### Wires at chosen ports, followed through buffers

Drawn at 3 px/um.
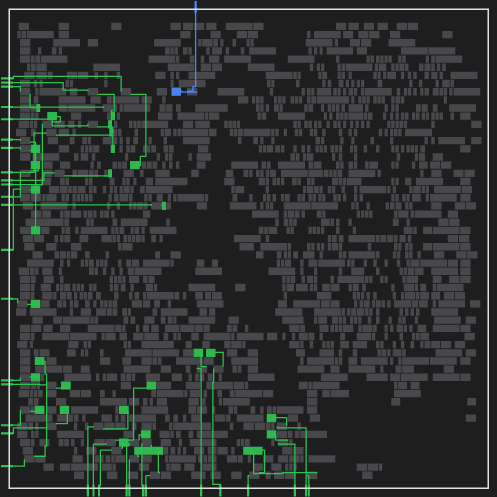
### Clock routing

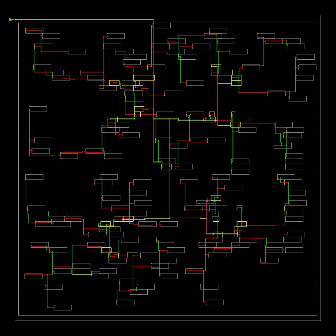
### Sequential cells colored by netlist name

Drawn at 1.5 px/um.
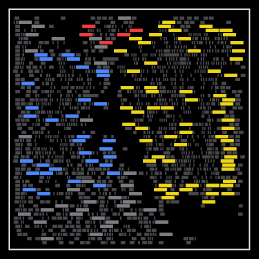
### Metal layers overlaid

Drawn at 2 px/um.
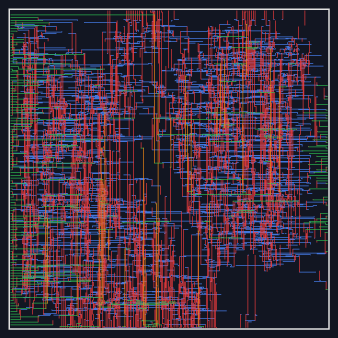
### Logic cells by family

Drawn at 2 px/um.
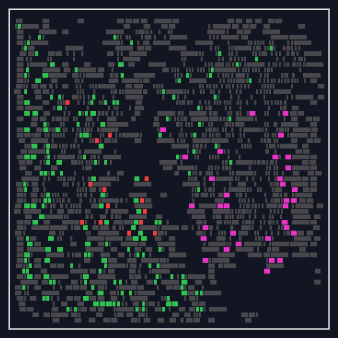
## config.mk

```make
export PLATFORM = sky130hd
export DESIGN_NAME = wb_stage
export DESIGN_NICKNAME = d
export VERILOG_FILES = /design/src/rtl/wb_stage.sv
export SDC_FILE = /design/constraint.sdc
export NUM_CORES = 1
export LEC_CHECK = 0
export ABC_AREA = 1
export CORE_MARGIN = 1.5
export CORE_UTILIZATION = 35
export CTS_BUF_LIST = sky130_fd_sc_hd__clkbuf_8
export DETAILED_ROUTE_END_ITERATION = 8
export PLACE_DENSITY = 0.65
export SLEW_MARGIN = 20
export SYNTH_ARGS = -nofsm -noshare
export SYNTH_HDL_FRONTEND = slang
export SYNTH_SLANG_ARGS = --single-unit
export TNS_END_PERCENT = 30
```

## constraint.sdc

```tcl
create_clock -name clk -period 5.4 [get_ports clk]
set_input_delay 0.81 -clock clk [delete_from_list [all_inputs] [get_ports clk]]
set_output_delay 0.81 -clock clk [all_outputs]
set_load 0.02 [all_outputs]
```

## src/rtl/wb_stage.sv

```systemverilog
// wb_stage: writeback stage with load extraction, fault detection, PC redirect and retire counting
module wb_stage #(
    parameter int              XLEN     = 32,
    parameter int              REG_AW   = 5,
    parameter int              CNT_W    = 64,
    parameter logic [XLEN-1:0] RESET_PC = '0
) (
    input  logic                        clk,
    input  logic                        rst,
    input  logic                        in_valid,
    output logic                        in_ready,
    input  logic                        stall,
    input  logic                        flush,
    input  logic                        w_reg,
    input  logic [1:0]                  wb_sel,
    input  logic [XLEN-1:0]             alu_result,
    input  logic [XLEN-1:0]             mem_rdata,
    input  logic [2:0]                  mem_funct3,
    input  logic [$clog2(XLEN/8)-1:0]   mem_off,
    input  logic [REG_AW-1:0]           dst_addr,
    input  logic [XLEN-1:0]             next_pcD,
    input  logic                        branch_taken,
    input  logic [XLEN-1:0]             branch_target,
    output logic [XLEN-1:0]             next_pc,
    output logic                        write_reg,
    output logic [REG_AW-1:0]           dstreg_addr,
    output logic [XLEN-1:0]             dstreg_data,
    output logic                        out_valid,
    output logic                        load_fault,
    output logic [CNT_W-1:0]            retire_count
);

    logic              w_accept;
    logic [XLEN-1:0]   w_shift;
    logic [XLEN-1:0]   w_load;
    logic              w_mis;
    logic              w_fault;
    logic              w_write;
    logic [XLEN-1:0]   w_data;

    logic [XLEN-1:0]   r_pc;
    logic              r_write;
    logic [REG_AW-1:0] r_addr;
    logic [XLEN-1:0]   r_data;
    logic              r_valid;
    logic              r_fault;
    logic [CNT_W-1:0]  r_cnt;

    assign in_ready = !stall;
    assign w_accept = in_valid & !stall & !flush;
    assign w_shift  = mem_rdata >> {mem_off, 3'b000};

    // Extract and extend the addressed load field from the shifted word.
    always_comb begin
        w_load = '0;
        case (mem_funct3)
            3'b000:  w_load = XLEN'($signed(w_shift[7:0]));
            3'b001:  w_load = XLEN'($signed(w_shift[15:0]));
            3'b010:  w_load = XLEN'($signed(w_shift[31:0]));
            3'b100:  w_load = XLEN'(w_shift[7:0]);
            3'b101:  w_load = XLEN'(w_shift[15:0]);
            3'b110:  w_load = XLEN'(w_shift[31:0]);
            3'b011:  w_load = w_shift;
            default: w_load = '0;
        endcase
    end

    // Flag misaligned offsets and load types that do not exist at this XLEN.
    always_comb begin
        w_mis = 1'b0;
        case (mem_funct3)
            3'b001, 3'b101: w_mis = mem_off[0];
            3'b010:         w_mis = |mem_off[1:0];
            3'b110:         w_mis = (XLEN == 32) | (|mem_off[1:0]);
            3'b011:         w_mis = (XLEN == 32) | (|mem_off);
            3'b111:         w_mis = 1'b1;
            default:        w_mis = 1'b0;
        endcase
    end

    assign w_fault = (wb_sel == 2'd1) & w_mis;
    assign w_write = w_accept & w_reg & (|dst_addr) & !w_fault & (wb_sel != 2'd3);
    assign w_data  = (wb_sel == 2'd0) ? alu_result :
                     (wb_sel == 2'd1) ? w_load     :
                     (wb_sel == 2'd2) ? next_pcD   : '0;

    // Retire state: pulses clear on every non-accept, data/addr/PC/counter move only on accept.
    always_ff @(posedge clk or posedge rst) begin
        if (rst) begin
            r_pc    <= RESET_PC;
            r_write <= 1'b0;
            r_addr  <= '0;
            r_data  <= '0;
            r_valid <= 1'b0;
            r_fault <= 1'b0;
            r_cnt   <= '0;
        end else begin
            r_valid <= w_accept;
            r_write <= w_write;
            r_fault <= w_accept & w_fault;
            if (w_accept) begin
                r_addr <= dst_addr;
                r_data <= w_data;
                r_pc   <= branch_taken ? branch_target : next_pcD;
                r_cnt  <= r_cnt + CNT_W'(1);
            end
        end
    end

    assign next_pc      = r_pc;
    assign write_reg    = r_write;
    assign dstreg_addr  = r_addr;
    assign dstreg_data  = r_data;
    assign out_valid    = r_valid;
    assign load_fault   = r_fault;
    assign retire_count = r_cnt;

endmodule
```

==> deck_impl_summary.md <==
Physical Implementation Snapshot

Cells and area
  • Final nets: 1,651
  • Layout Utilization: 50.8%
  • Area Growth Syn to Fin: 41.0%
  • Diodes inserted: 0
  • Max reg flops: 64
  • Post-route cell area: 12,000 um^2
  • Share of layout cells above drive strength 1: 6.27%

Yosys
  • Library cells used by synthesis: 42
  • Syn_nets: 1,391
  • Yosys cell count: 1,243
  • Library cell with the largest summed area after synthesis: dfrtp_1
  • Post-synth top area share: 39.9%
  • AO/OA Area Share: 12.2%
  • Synth Instances: 1,243
  • Flops after synth: 136
  • Post-Syn Area: 8530 um^2
  • Post-synth area hogs: dfrtp_1 (40%), nand2_1 (21%), nor2_1 (5.8%), inv_1 (4.8%), o21ai_0 (4.3%)
  • Comb area leader: simple AND/OR/NAND/NOR gates
  • Mux share: 0%
  • Simple-gate portion of the synthesized area: 36.5%
  • Synth Area in Adders: 0.147%
  • Sequential area share after synthesis: 39.9%
  • Xor+xnor area frac: 3.39%
  • Avg Cell Area, Syn: 6.87 um^2
  • Yosys stat area: 8530 um^2
  • Total number of yosys warnings: 0

Routing
  • TritonRoute pass-1 iters: 5
  • Vias per cell: 4.95
  • DRC: 0
  • DR iter-0 viols: 553
  • Post-route ant nets: 0

Floorplanning
  • Core area: 23,700 um^2
  • Rows: 56
  • Floorplan utilization: 36.0%
  • DIE HEIGHT: 159 um
  • Die Width: 159 um
  • Chip footprint: 25,300 um^2

Critical path
  • CP endpoint kind: flip-flop
  • Crit path DAT: 3.52 ns
  • CP peak stage delay: 0.86 ns
  • Critical Path Fanout Max: 38
  • CP Cell Sequence: clkdlybuf4s50_1 > inv_2 > nand2_1 > nand3_1 > nand3_2 > nand3_1 > nand2_1 > nand2_1 > nand2_1 > nand2_1
  • Worst Path Required: 5.77 ns
  • CP startpoint kind: input pin
  • CP max stage cell: clkdlybuf4s50_1
  • Critical path type: input pin to flip-flop
  • CP top delay family: buffers and inverters
  • Crit-path most repeated cell: nand2_1
  • Crit path buf inv count: 2

STA
  • Worst Tran Pin Value: 1.07 ns
  • Maximum clock rate: 318 MHz
  • Crit share post-route: 58.3%
  • Setup violators final: 0
  • Final Hold Fails: 0
  • Final WS setup: 2.25 ns
  • RSZ-0062 raised after global routing: false
  • Max-Slew Margin vs Limit: 28.4%
  • Min Tclk post-route: 3.15 ns
  • Slew Limit Fails: 0
  • Hold Slack: 0.486 ns
  • Fin Setup TNS: 0 ns

Clocking
  • CTS resizes: 0
  • # hold bufs at CTS: 0
  • Postcts setup bufs: 0
  • CTS clock-pin slew for the worst setup and hold paths: 0.07 ns
  • CTS tree: built
  • H-tree depth: 4
  • Cts bufs inserted: 17
  • Clk buf depth: 2
  • Late-Pin Clk Latency: 0.44 ns
  • Clock root cell: clkbuf_8

Power
  • Pwr top: registers
  • Clock power frac: 30.8%
  • Total leakage power: 0.00539 uW
  • Clk pwr: 959 uW
  • Sw power: 1010 uW
  • Worst IR Drop VDD: 0.145 mV
  • Comb pwr: 900 uW
  • Sw Share: 32.4%
  • Comb pwr share: 28.9%
  • Power Density: 259 nW/um^2
  • Total power: 3120 uW
  • Internal power: 2110 uW
  • Reg power frac: 40.3%

Placed design
  • Placement-stage cell area: 11,600 um^2
  • Hpwl dp: 24.4 mm
  • RePlAce Congestion: 0.908
  • Placed Cells: 1,803
  • Worst slack, placed: 1.85 ns

Status
  • Status: complete, no violations

Global route
  • First-pass GRT wire length: 49.3 mm
  • Grt ovf: 0
  • Largest net degree at the start of global routing: 65
  • Vias in the first global route: 9,143
  • Initial antenna violation count: 0

Hold path
  • Min-delay worst type: flip-flop to flip-flop

Run
  • Tool warnings: 26
  • Max_cap viols: 0
Back to the opening pictures, 'Wires at chosen ports, followed through buffers':
green -> `alu_result`  # bits 32, direction input, end cells 32, buffers 32, wire 939 um
blue -> `w_reg`  # bits 1, direction input, end cells 1, buffers 1, wire 37.0 um
Port Buf Inserts: 283
Boundary Pins: 284

Back to the opening pictures, 'Clock routing':
Worst Skew: 0.0146 ns
clk sinks: 136

Back to the opening pictures, 'Sequential cells colored by netlist name':
red -> `dstreg_addr`  # flops 5, where top middle
yellow -> `retire_count`  # flops 64
blue -> `dstreg_data`  # flops 32
not colored = 35
Seq area share: 28.3%
sequential power: 1260 uW
register area: 3400 um^2

Back to the opening pictures, 'Metal layers overlaid':
green -> M3  # wire length 2,270 um
blue -> M1  # wire length 12,400 um
red -> M2  # wire length 15,000 um
orange -> M4  # wire length 1,360 um
total number of vias: 9,080
GRT Overall Usage: 24.9%
WL final: 31.0 mm
drt wl/cell: 16.9 um

Back to the opening pictures, 'Logic cells by family':
green -> aoi and oai cells  # cells 169, most used o21ai_0
red -> and/or cells  # cells 14, most used or2_2
magenta -> xor and xnor cells  # cells 33, most used xor2_1
fin cells: 1,834
Top cell excl fill/tap: nand2_1
logic share of the area: 37.0%

-- final timing paths --
| path | from | end | cells past startpoint | slack [ns] |
|---|---|---|---|---|
| worst max-delay path | mem_off[0] | dstreg_data[30] | 10 | 2.25 |
| worst max register to register | retire_count[0] | retire_count[56] | 10 | 3.43 |
| worst min-delay path | next_pc[31] | next_pc[31] | 2 | 0.49 |
| min in group asynchronous | rst | retire_count[13] | 2 | 0.74 |
| worst min register to register | next_pc[31] | next_pc[31] | 2 | 0.49 |
| max in group asynchronous | rst | dstreg_data[16] | 3 | 3.65 |
-- placed cells by master, fill, tap and decap left out, drive strengths merged, types with 4 or more instances in the layout --
| cell | n |
|---|---|
| a21boi | 13 |
| nor3 | 9 |
| a31oi | 6 |
| inv | 118 |
| dfrtp | 136 |
| buf | 8 |
| bufinv | 4 |
| or2 | 13 |
| xnor2 | 14 |
| nand2 | 482 |
| nand4 | 18 |
| a2bb2oi | 12 |
| clkbuf | 20 |
| nand3 | 60 |
| nand3b | 4 |
| clkdlybuf4s50 | 282 |
| clkinv | 5 |
| o21ai | 107 |
| xor2 | 19 |
| a221oi | 25 |
| nor2 | 148 |
-- per-layer routing --
layer | part of all wire (%) | track usage [%] | up-vias
met5 | 0 | 0 | -
met2 | 48 | 43.0 | 350
met4 | 4.4 | 11.9 | 0
met1 | 40 | 28.4 | 4169
li1 | - | - | 4502
met3 | 7.3 | 6.82 | 59
-- cells in the mapped netlist --
| master | n |
|---|---|
| nor4b_1 | 1 |
| nor2_8 | 1 |
| a21oi_1 | 1 |
| buf_4 | 1 |
| nand2_4 | 1 |
| ha_1 | 1 |
| nand3_1 | 56 |
| nor2_2 | 13 |
| nor3_4 | 1 |
| nor3_1 | 5 |
| xnor2_1 | 14 |
| clkbuf_1 | 21 |
| o31ai_1 | 1 |
| dfrtp_1 | 136 |
| o211ai_1 | 3 |
| buf_2 | 18 |
| nand2_1 | 477 |
| nand3_4 | 1 |
| inv_1 | 110 |
| o21ai_0 | 73 |
| nand4_1 | 18 |
| buf_6 | 3 |
| nor3_2 | 3 |
| a21boi_1 | 13 |
| xor2_1 | 19 |
| nand3b_4 | 1 |
| inv_2 | 8 |
| a31oi_1 | 6 |
| nor3b_1 | 1 |
| a221oi_1 | 25 |
| o2111ai_1 | 1 |
| nor2_1 | 131 |
| or2_2 | 13 |
| o21ai_1 | 33 |
| and3_1 | 1 |
| a2bb2oi_1 | 12 |
| nor2_4 | 3 |
| nand2_2 | 4 |
| nand3b_1 | 3 |
| nand3_2 | 3 |
| buf_1 | 6 |
| o21ai_2 | 1 |
-- cell type report --
cell class                      count  area (um^2)
Multi-Input combinational cell    940         4460
Timing Repair Buffer              290         2880
Fill cell                        2423        11600
Inverter                          118          448
Clock inverter                     11          171
Tap cell                          319          399
Clock buffer                       20          275
Sequential cell                   136         3400
-- cells by family (layout without fill, tap and decap cells) --
kind of cell | Yosys count | count (layout)
adders and majority gates | 1 | 1
xor gates and xnor gates | 33 | 33
AOI/OAI and AO/OA | 169 | 169
buffers and inverters | 167 | 439
and+or+nand+nor | 737 | 737
DFF | 136 | 136
Power and IR drop assume default switching activity.
